## config.mk

```make
export PLATFORM = sky130hd
export DESIGN_NAME = ram_stream_reader
export DESIGN_NICKNAME = d
export VERILOG_FILES = /design/src/rtl/ram_stream_reader_pkg.sv /design/src/rtl/ram_stream_skid.sv /design/src/rtl/ram_stream_reader.sv
export SDC_FILE = /design/constraint.sdc
export NUM_CORES = 1
export LEC_CHECK = 0
export CAP_MARGIN = 20
export CORE_ASPECT_RATIO = 0.6
export CORE_MARGIN = 10
export CORE_UTILIZATION = 55
export CTS_BUF_LIST = sky130_fd_sc_hd__clkbuf_8
export CTS_CLUSTER_SIZE = 30
export DETAILED_ROUTE_END_ITERATION = 10
export PLACE_DENSITY = 0.89
export SLEW_MARGIN = 20
export SYNTH_ARGS = -nofsm -noshare
export SYNTH_HDL_FRONTEND = slang
export SYNTH_SLANG_ARGS = --single-unit
```

## constraint.sdc

```tcl
create_clock -name clk -period 6.05 [get_ports clk]
set_clock_uncertainty 0.05 [all_clocks]
set_input_delay 1.21 -clock clk [delete_from_list [all_inputs] [get_ports clk]]
set_output_delay 1.21 -clock clk [all_outputs]
set_load 0.005 [all_outputs]
```

## src/rtl/ram_stream_reader_pkg.sv

```systemverilog
// rtl/ram_stream_reader_pkg.sv - shared FSM encoding and buffer sizing for the RAM stream reader
// Purpose: state type and output-buffer depth shared by ram_stream_reader and ram_stream_skid.
// Ports: none (package).
package ram_stream_reader_pkg;

   typedef enum logic [1:0] {
      ST_IDLE  = 2'd0,
      ST_READ  = 2'd1,
      ST_DRAIN = 2'd2,
      ST_DONE  = 2'd3
   } rsr_state_t;

   localparam int RSR_BUF_DEPTH = 2;

endpackage

```

## src/rtl/ram_stream_skid.sv

```systemverilog
// rtl/ram_stream_skid.sv - two-entry FIFO with registered head output
// Purpose: small output buffer for stream blocks; head entry drives the stream directly.
// Ports:
//   clk, reset      clock, asynchronous active-high reset
//   push, din       write one entry
//   pop             remove the head entry (ignored when empty)
//   head, valid     head entry data and presence flag
//   count           number of stored entries, 0..2
module ram_stream_skid
   import ram_stream_reader_pkg::*;
#(
   parameter int Data_Width = 8
) (
   input  logic                  clk,
   input  logic                  reset,
   input  logic                  push,
   input  logic [Data_Width-1:0] din,
   input  logic                  pop,
   output logic [Data_Width-1:0] head,
   output logic                  valid,
   output logic [1:0]            count
);

   logic [Data_Width-1:0] entry0;
   logic [Data_Width-1:0] entry1;
   logic [1:0]            cnt;
   logic                  do_pop;
   logic                  do_push;

   assign do_pop  = pop && (cnt != 2'd0);
   // A push into a full buffer is only accepted when the head leaves in the same cycle.
   assign do_push = push && ((cnt != 2'(RSR_BUF_DEPTH)) || do_pop);

   always_ff @(posedge clk or posedge reset) begin
      if (reset) begin
         entry0 <= '0;
         entry1 <= '0;
         cnt    <= 2'd0;
      end else begin
         case ({do_push, do_pop})
            2'b10: begin
               if (cnt == 2'd0) entry0 <= din;
               else             entry1 <= din;
               cnt <= cnt + 2'd1;
            end
            2'b01: begin
               entry0 <= entry1;
               cnt    <= cnt - 2'd1;
            end
            2'b11: begin
               if (cnt == 2'd1) begin
                  entry0 <= din;
               end else begin
                  entry0 <= entry1;
                  entry1 <= din;
               end
            end
            default: ;
         endcase
      end
   end

   assign head  = entry0;
   assign valid = (cnt != 2'd0);
   assign count = cnt;

endmodule

```

## src/rtl/ram_stream_reader.sv

```systemverilog
// rtl/ram_stream_reader.sv - sweeps a block of RAM words out as a valid/ready stream
// Purpose: on start, reads length words from base_addr upward (wrapping) through a
//          synchronous RAM read port and streams them in address order.
// Ports:
//   clk, reset                     clock, asynchronous active-high reset
//   start, base_addr, length       sweep request, captured only in IDLE
//   Re_addr, Data_read             RAM read port (data one cycle after address)
//   dout, dout_valid, dout_ready   output stream
//   busy, done                     sweep in progress / one-cycle completion pulse
module ram_stream_reader
   import ram_stream_reader_pkg::*;
#(
   parameter int Data_Width = 8,
   parameter int Addr_Width = 2
) (
   input  logic                  clk,
   input  logic                  reset,
   input  logic                  start,
   input  logic [Addr_Width-1:0] base_addr,
   input  logic [Addr_Width:0]   length,
   output logic [Addr_Width-1:0] Re_addr,
   input  logic [Data_Width-1:0] Data_read,
   output logic [Data_Width-1:0] dout,
   output logic                  dout_valid,
   input  logic                  dout_ready,
   output logic                  busy,
   output logic                  done
);

   localparam logic [Addr_Width:0] ONE_WORD = {{Addr_Width{1'b0}}, 1'b1};

   rsr_state_t            state;
   rsr_state_t            state_nxt;
   logic [Addr_Width-1:0] next_addr;
   logic [Addr_Width-1:0] last_addr;
   logic [Addr_Width:0]   issue_rem;
   logic [Addr_Width:0]   word_rem;
   logic                  in_flight;
   logic                  issue;
   logic                  pop;
   logic [1:0]            buf_count;
   logic [1:0]            occupancy;

   assign pop = dout_valid && dout_ready;

   // Entries that will still be owed buffer space after this cycle: the read in
   // flight plus what stays buffered once the current head has left. Counting the
   // departing head as free space is what lets the sweep sustain one word per cycle.
   assign occupancy = {1'b0, in_flight} + buf_count - {1'b0, pop};
   assign issue     = (state == ST_READ) && (occupancy < 2'(RSR_BUF_DEPTH));

   // The address is presented in the issue cycle itself so the RAM's registered
   // read lands one cycle later; otherwise it holds the last issued address.
   assign Re_addr = issue ? next_addr : last_addr;

   always_ff @(posedge clk or posedge reset) begin
      if (reset) begin
         state     <= ST_IDLE;
         next_addr <= '0;
         last_addr <= '0;
         issue_rem <= '0;
         word_rem  <= '0;
         in_flight <= 1'b0;
      end else begin
         state     <= state_nxt;
         // Read data for an issued address is present on the following cycle and is pushed then.
         in_flight <= issue;
         if ((state == ST_IDLE) && start) begin
            next_addr <= base_addr;
            issue_rem <= length;
            word_rem  <= length;
         end
         if (issue) begin
            last_addr <= next_addr;
            next_addr <= next_addr + 1'b1;
            issue_rem <= issue_rem - ONE_WORD;
         end
         if (pop) begin
            word_rem <= word_rem - ONE_WORD;
         end
      end
   end

   always_comb begin
      state_nxt = state;
      busy      = 1'b0;
      done      = 1'b0;
      case (state)
         ST_IDLE: begin
            if (start) begin
               state_nxt = (length == '0) ? ST_DONE : ST_READ;
            end
         end
         ST_READ: begin
            busy = 1'b1;
            if (issue && (issue_rem == ONE_WORD)) state_nxt = ST_DRAIN;
         end
         ST_DRAIN: begin
            busy = 1'b1;
            if (pop && (word_rem == ONE_WORD)) state_nxt = ST_DONE;
         end
         ST_DONE: begin
            done      = 1'b1;
            state_nxt = ST_IDLE;
         end
         default: state_nxt = ST_IDLE;
      endcase
   end

   ram_stream_skid #(
      .Data_Width(Data_Width)
   ) u_skid (
      .clk   (clk),
      .reset (reset),
      .push  (in_flight),
      .din   (Data_read),
      .pop   (pop),
      .head  (dout),
      .valid (dout_valid),
      .count (buf_count)
   );

endmodule

```

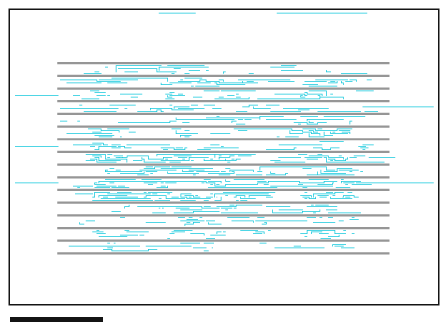
Run 1: the metal 1 layer
Bar = 20 um. Supply wires on this layer in gray.
The layer carries 1730 um of wire. The longest straight run is 23.0 um.
Vias: 1324
Routed WL: 4020 um
met1 global-route usage: 16.6%

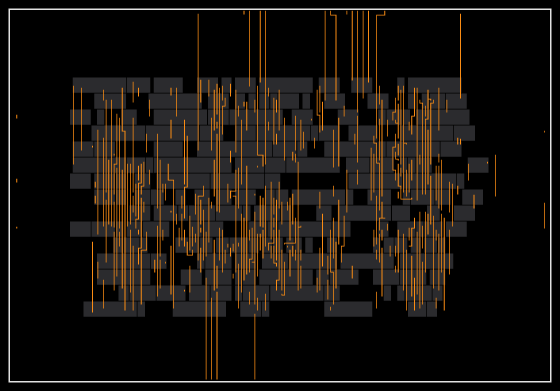
Run 1: met2 routing
190 nets have wire on it. The layer carries 1940 um of wire. The wires run mostly vertical. The longest straight run is 30.4 um. The layer holds 48% of the routed length.
routing usage on met2: 23.8%

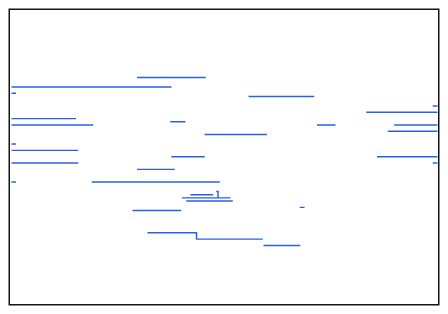
Run 1: met3 routing
25 nets have wire on it. The wires run mostly horizontal. The layer carries 303 um of wire. The layer holds 7.5% of the routed length.
M3 GR Usage: 6.86%

==> run 1: worst max-delay path by stage <==
| stage | cells past startpoint | end | slack (ps) | start |
|---|---|---|---|---|
| 2_1_floorplan | 6 | Re_addr[0] | 2290 | dout_ready |
| 3_3_place_gp | 6 | Re_addr[1] | 1140 | dout_ready |
| 3_5_place_dp | 6 | Re_addr[1] | 1040 | dout_ready |
| 4_1_cts | 6 | Re_addr[1] | 1030 | dout_ready |
| 5_1_grt | 6 | Re_addr[1] | 890 | dout_ready |
| 6_report | 6 | Re_addr[1] | 1020 | dout_ready |
==> run 1: per-stage QoR <==
| step | worst slack [ps] | utilization, % | area [um^2] |
|---|---|---|---|
| global placement | 1140 | 69.1 | 2010 |
| CTS | 1030 | 73.1 | 2130 |
| finish | 1020 | 73.1 | 2130 |
| global route | 888 | 73.1 | 2130 |
| floorplan | 2290 | - | 1700 |
| detailed placement | 1040 | 69.1 | 2010 |
==> run 1: per-layer routing <==
metal	up-vias	track usage (%)	part of all wire, %
met5	-	0	0
met4	0	4.21	1.3
met3	7	6.86	7.5
met2	43	23.8	48
met1	643	16.6	43
li1	631	-	-
==> run 1: Yosys cell counts <==
cell type	count	area, um^2
a211oi_1	6	45.0
a21oi_1	7	35.0
a21oi_2	1	8.76
a22oi_1	4	30.0
a2bb2oi_1	2	17.5
a311oi_1	1	8.76
a31oi_1	1	6.26
and2_1	2	12.5
and2b_1	1	7.51
and3_1	3	18.8
buf_2	1	5.00
buf_6	2	22.5
clkbuf_1	2	7.51
dfrtp_1	31	776
ha_1	12	150
inv_1	13	48.8
mux2_2	9	101
mux2_4	1	15.0
mux2i_1	8	80.1
mux2i_4	2	45.0
nand2_1	15	56.3
nand2_2	1	6.26
nand2b_1	1	6.26
nand3_1	2	10.0
nand3b_1	2	15.0
nor2_1	5	18.8
nor2b_1	1	6.26
nor3_1	4	20.0
nor3b_1	1	7.51
o2111ai_1	1	8.76
o211ai_1	1	7.51
o21ai_0	9	45.0
o21bai_1	1	7.51
o22ai_1	1	6.26
o311ai_0	1	8.76
or2_2	1	6.26
or3_1	1	6.26
xnor2_1	2	17.5
==> run 1: logic make-up (layout without fill, tap and decap cells) <==
logic type               count (synthesis)  count (layout)  synth area share, %
XOR/XNOR                                 2               2                 1.03
adder cells (fa/ha/maj)                 12              12                 8.82
AND-OR/OR-AND                           36              36                 13.8
AND/OR/NAND/NOR                         40              40                 11.6
buffers and inverters                   18              50                 4.93
multiplexers                            20              20                 14.2
flip-flops                              31              31                 45.6
==> run 1: layout by cell type (no fill, tap or decap), types with 3 or more instances in the layout <==
cell type,n
o21ai_0,9
and3_1,3
ha_1,12
dfrtp_1,31
a21oi_1,7
nor2_1,5
clkdlybuf4s50_1,29
nor3_1,4
mux2i_1,8
inv_1,12
clkbuf_8,6
mux2_2,9
nand2_1,15
a22oi_1,4
a211oi_1,6
==> run 1: flip-flops by register name (all words and copies together) (netlist names) <==
signal	count
u_skid.entry1	8
word_rem	3
in_flight	1
u_skid.head	8
next_addr	2
u_skid.count	2
last_addr	2
state	2
issue_rem	3
==> results.toml, run 1 <==
# generated from flow reports
[power_and_ir_drop]
seq_power_share_pct = 33.0
power-top-group = "combinational cells"
leakagePower_nw = 0.943
power.share.clock_pct = 17.8
p_comb_share_pct = 49.2
p_int_mw = 0.750
swShare_pct = 36.9

[logic_synthesis]
synthDistinctLibCells = 38
yosys_area_mm2 = 0.00170
ys_cells = 159
syn_area_per_cell_um2 = 10.7
synth-warning-count = 0

[worst_setup_path]
worst-path-buf-inv = 2
crit_path_end_kind = "output port"
crit_family = "multiplexers"
path_max_fanout = 15
cp_data_required_time_ps = 4790
worst_r2r_endpoint = "last_addr[1]"

[cells_and_area]
nFillCells = 193
final_net_count = 219
n_all_inverters = 13
buf_share_pct = 13.6
seq_share_pct = 36.5
syn2layout_area_growth_pct = 25.0
nFlopsAndLatches = 31

[drt]
drc = 0
viasPerCell = 5.68
drt_pass1_iterations = 4

[grt]
grt_pass1_vias = 1402
grt_pass1_wl_um = 6800

[outcome]
status = "finished clean"

[timing]
rsz0062_at_grt = "no"
fin_hold_ws_ps = 438
setup_viol = 0

[die]
rows = 15

[cts]
htree_levels = 2
numClockSinks = 31
clock_latency_ps = 290

[hold_path]
hp-class = "reg2reg"
hp-start = "u_skid.head[0]"
hold_depth = 2

[place]
dp_hpwl_um = 3070

[job]
cap_violations = 0
openroad.warnings = 34
==> run 2, diff against run 1 <==
--- a/config.mk
+++ b/config.mk
@@ -8,11 +8,11 @@
 export CAP_MARGIN = 20
 export CORE_ASPECT_RATIO = 0.6
 export CORE_MARGIN = 10
-export CORE_UTILIZATION = 55
+export CORE_UTILIZATION = 49
 export CTS_BUF_LIST = sky130_fd_sc_hd__clkbuf_8
 export CTS_CLUSTER_SIZE = 30
 export DETAILED_ROUTE_END_ITERATION = 10
-export PLACE_DENSITY = 0.89
+export PLACE_DENSITY = 0.84
 export SLEW_MARGIN = 20
 export SYNTH_ARGS = -nofsm -noshare
 export SYNTH_HDL_FRONTEND = slang
==> constraint.sdc (replaced) <==
create_clock -name clk -period 4.4 [get_ports clk]
set_clock_uncertainty 0.05 [all_clocks]
set_input_delay 0.88 -clock clk [delete_from_list [all_inputs] [get_ports clk]]
set_output_delay 0.88 -clock clk [all_outputs]
set_load 0.005 [all_outputs]
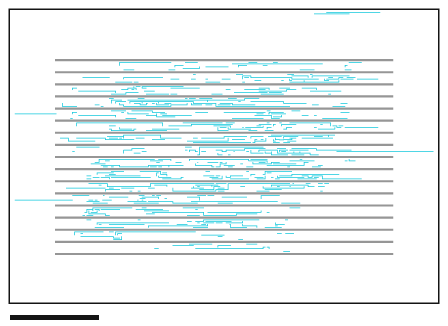
Run 2: the metal 1 layer
Bar = 20 um. Supply wires on this layer in gray.
The layer holds 45% of the routed length. 195 nets have wire on it. The layer carries 1650 um of wire. The wires run mostly horizontal. The longest straight run is 26.2 um.
Vias: 1276
met1 global-route usage: 16.1%
Routed WL: 3670 um

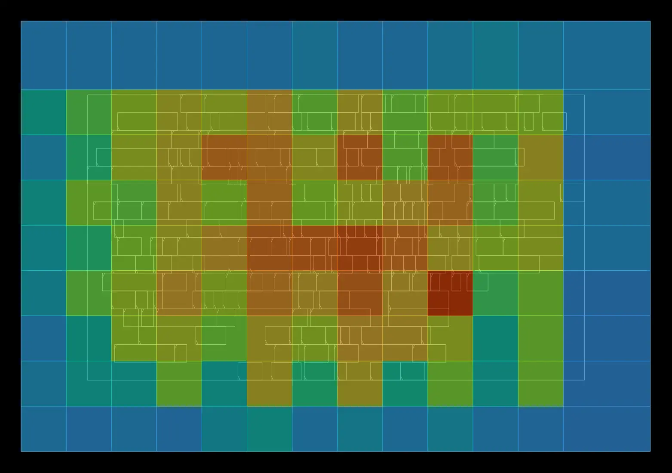
Run 2: routing congestion
fin util: 64.1%
M3 GR Usage: 4.99%
gr usage total: 12.9%

==> run 2 against run 1 <==
Critical path depth unchanged. Register-to-register slack worse by 1500 ps. Sequential share of layout area up 0.17 points. Synthesized area unchanged. Combinational power up 38%. Global-route usage down 1.6 points. Wire length down 8.8%. First-iteration DRC count up 60%. Design area down 0.47%. Synthesized cell count unchanged. Setup slack worse by 710 ps. Core utilization down 9.0 points. Critical endpoint unchanged.
==> results.toml, run 2 <==
# generated from flow reports
[outcome]
status = "finished clean"

[worst_setup_path]
path_max_fanout = 7
crit_path_end_kind = "output port"

[cells_and_area]
final_net_count = 221
final_common_cell = "dfrtp_1"
final_cell_mix = "dfrtp_1 (31), clkdlybuf4s50_1 (29), nand2_1 (15)"
nFillCells = 251

[cts]
htree_levels = 2

[timing]
rsz0062_at_grt = "no"
setup_viol = 0
fin_hold_ws_ps = 425

[drt]
drc = 0

[logic_synthesis]
ys_top_cells_by_count = "dfrtp_1 (31), nand2_1 (15), inv_1 (13)"
async_reset_ff_share_pct = 100
yosys_area_mm2 = 0.00170
synth-warning-count = 0
ys_cells = 159
ys.flop_type = "dfrtp_1"

[hold_path]
hp-class = "reg2reg"

[die]
rows = 16

[grt]
grt_pass1_wl_um = 6370
grt_pass1_vias = 1321

[power_and_ir_drop]
leakagePower_nw = 0.932

[place]
dpl_cell_area_mm2 = 0.00203
run 2: cell types whose count changed in the layout (fill, tap and decap cells not counted), sizes merged:
cell / previous run / this run
buf: 0 / 2
bufinv: 1 / 0
clkbuf: 6 / 5
clkinvlp: 0 / 2
run 2: logic make-up (layout without fill, tap and decap cells):
logic type	after synthesis	after routing	share of synthesized area [%]
compound gates	36	36	13.8
xor+xnor	2	2	1.03
fa+ha+maj	12	12	8.82
buf+inv	18	52	4.93
flops	31	31	45.6
mux	20	20	14.2
simple gates	40	40	11.6
run 2: where the power goes:
part	total, mW	internal, mW	switching, mW
combinational	0.805	0.425	0.380
sequential	0.531	0.433	0.0978
clock	0.220	0.110	0.110
run 2: worst paths after layout:
check	start	endpoint	cells after the start
max	dout_ready	Re_addr[1]	6
min	u_skid.head[6]	u_skid.head[6]	2
max reg2reg	u_skid.count[1]	issue_rem[2]	8
min reg2reg	u_skid.head[6]	u_skid.head[6]	2
max in group asynchronous	reset	u_skid.head[6]	2
min in group asynchronous	reset	u_skid.entry1[3]	2
run 2: final cells by class:
type / count / share of cell area [%]
flip-flops and latches: 31 / 36.6
clock buffers: 5 / 3.25
multi-input cells: 110 / 39.8
inverters: 13 / 2.30
well taps: 45 / 2.66
repair buffers: 31 / 14.4
clock inverters: 3 / 0.946
run 2: worst max-delay path: cells and delay by family:
kind                   cells  cell delay (ps)
buffers and inverters      2              920
multiplexers               3             1060
AND/OR/NAND/NOR            1              300
run 2: metal layers:
layer	share of wire, %	up-vias	track usage (%)
met5	0	-	0
met4	0.93	0	4.03
met3	6.0	5	4.99
met2	48	28	20.2
met1	45	614	16.1
li1	-	629	-
Power and IR drop assume default switching activity.
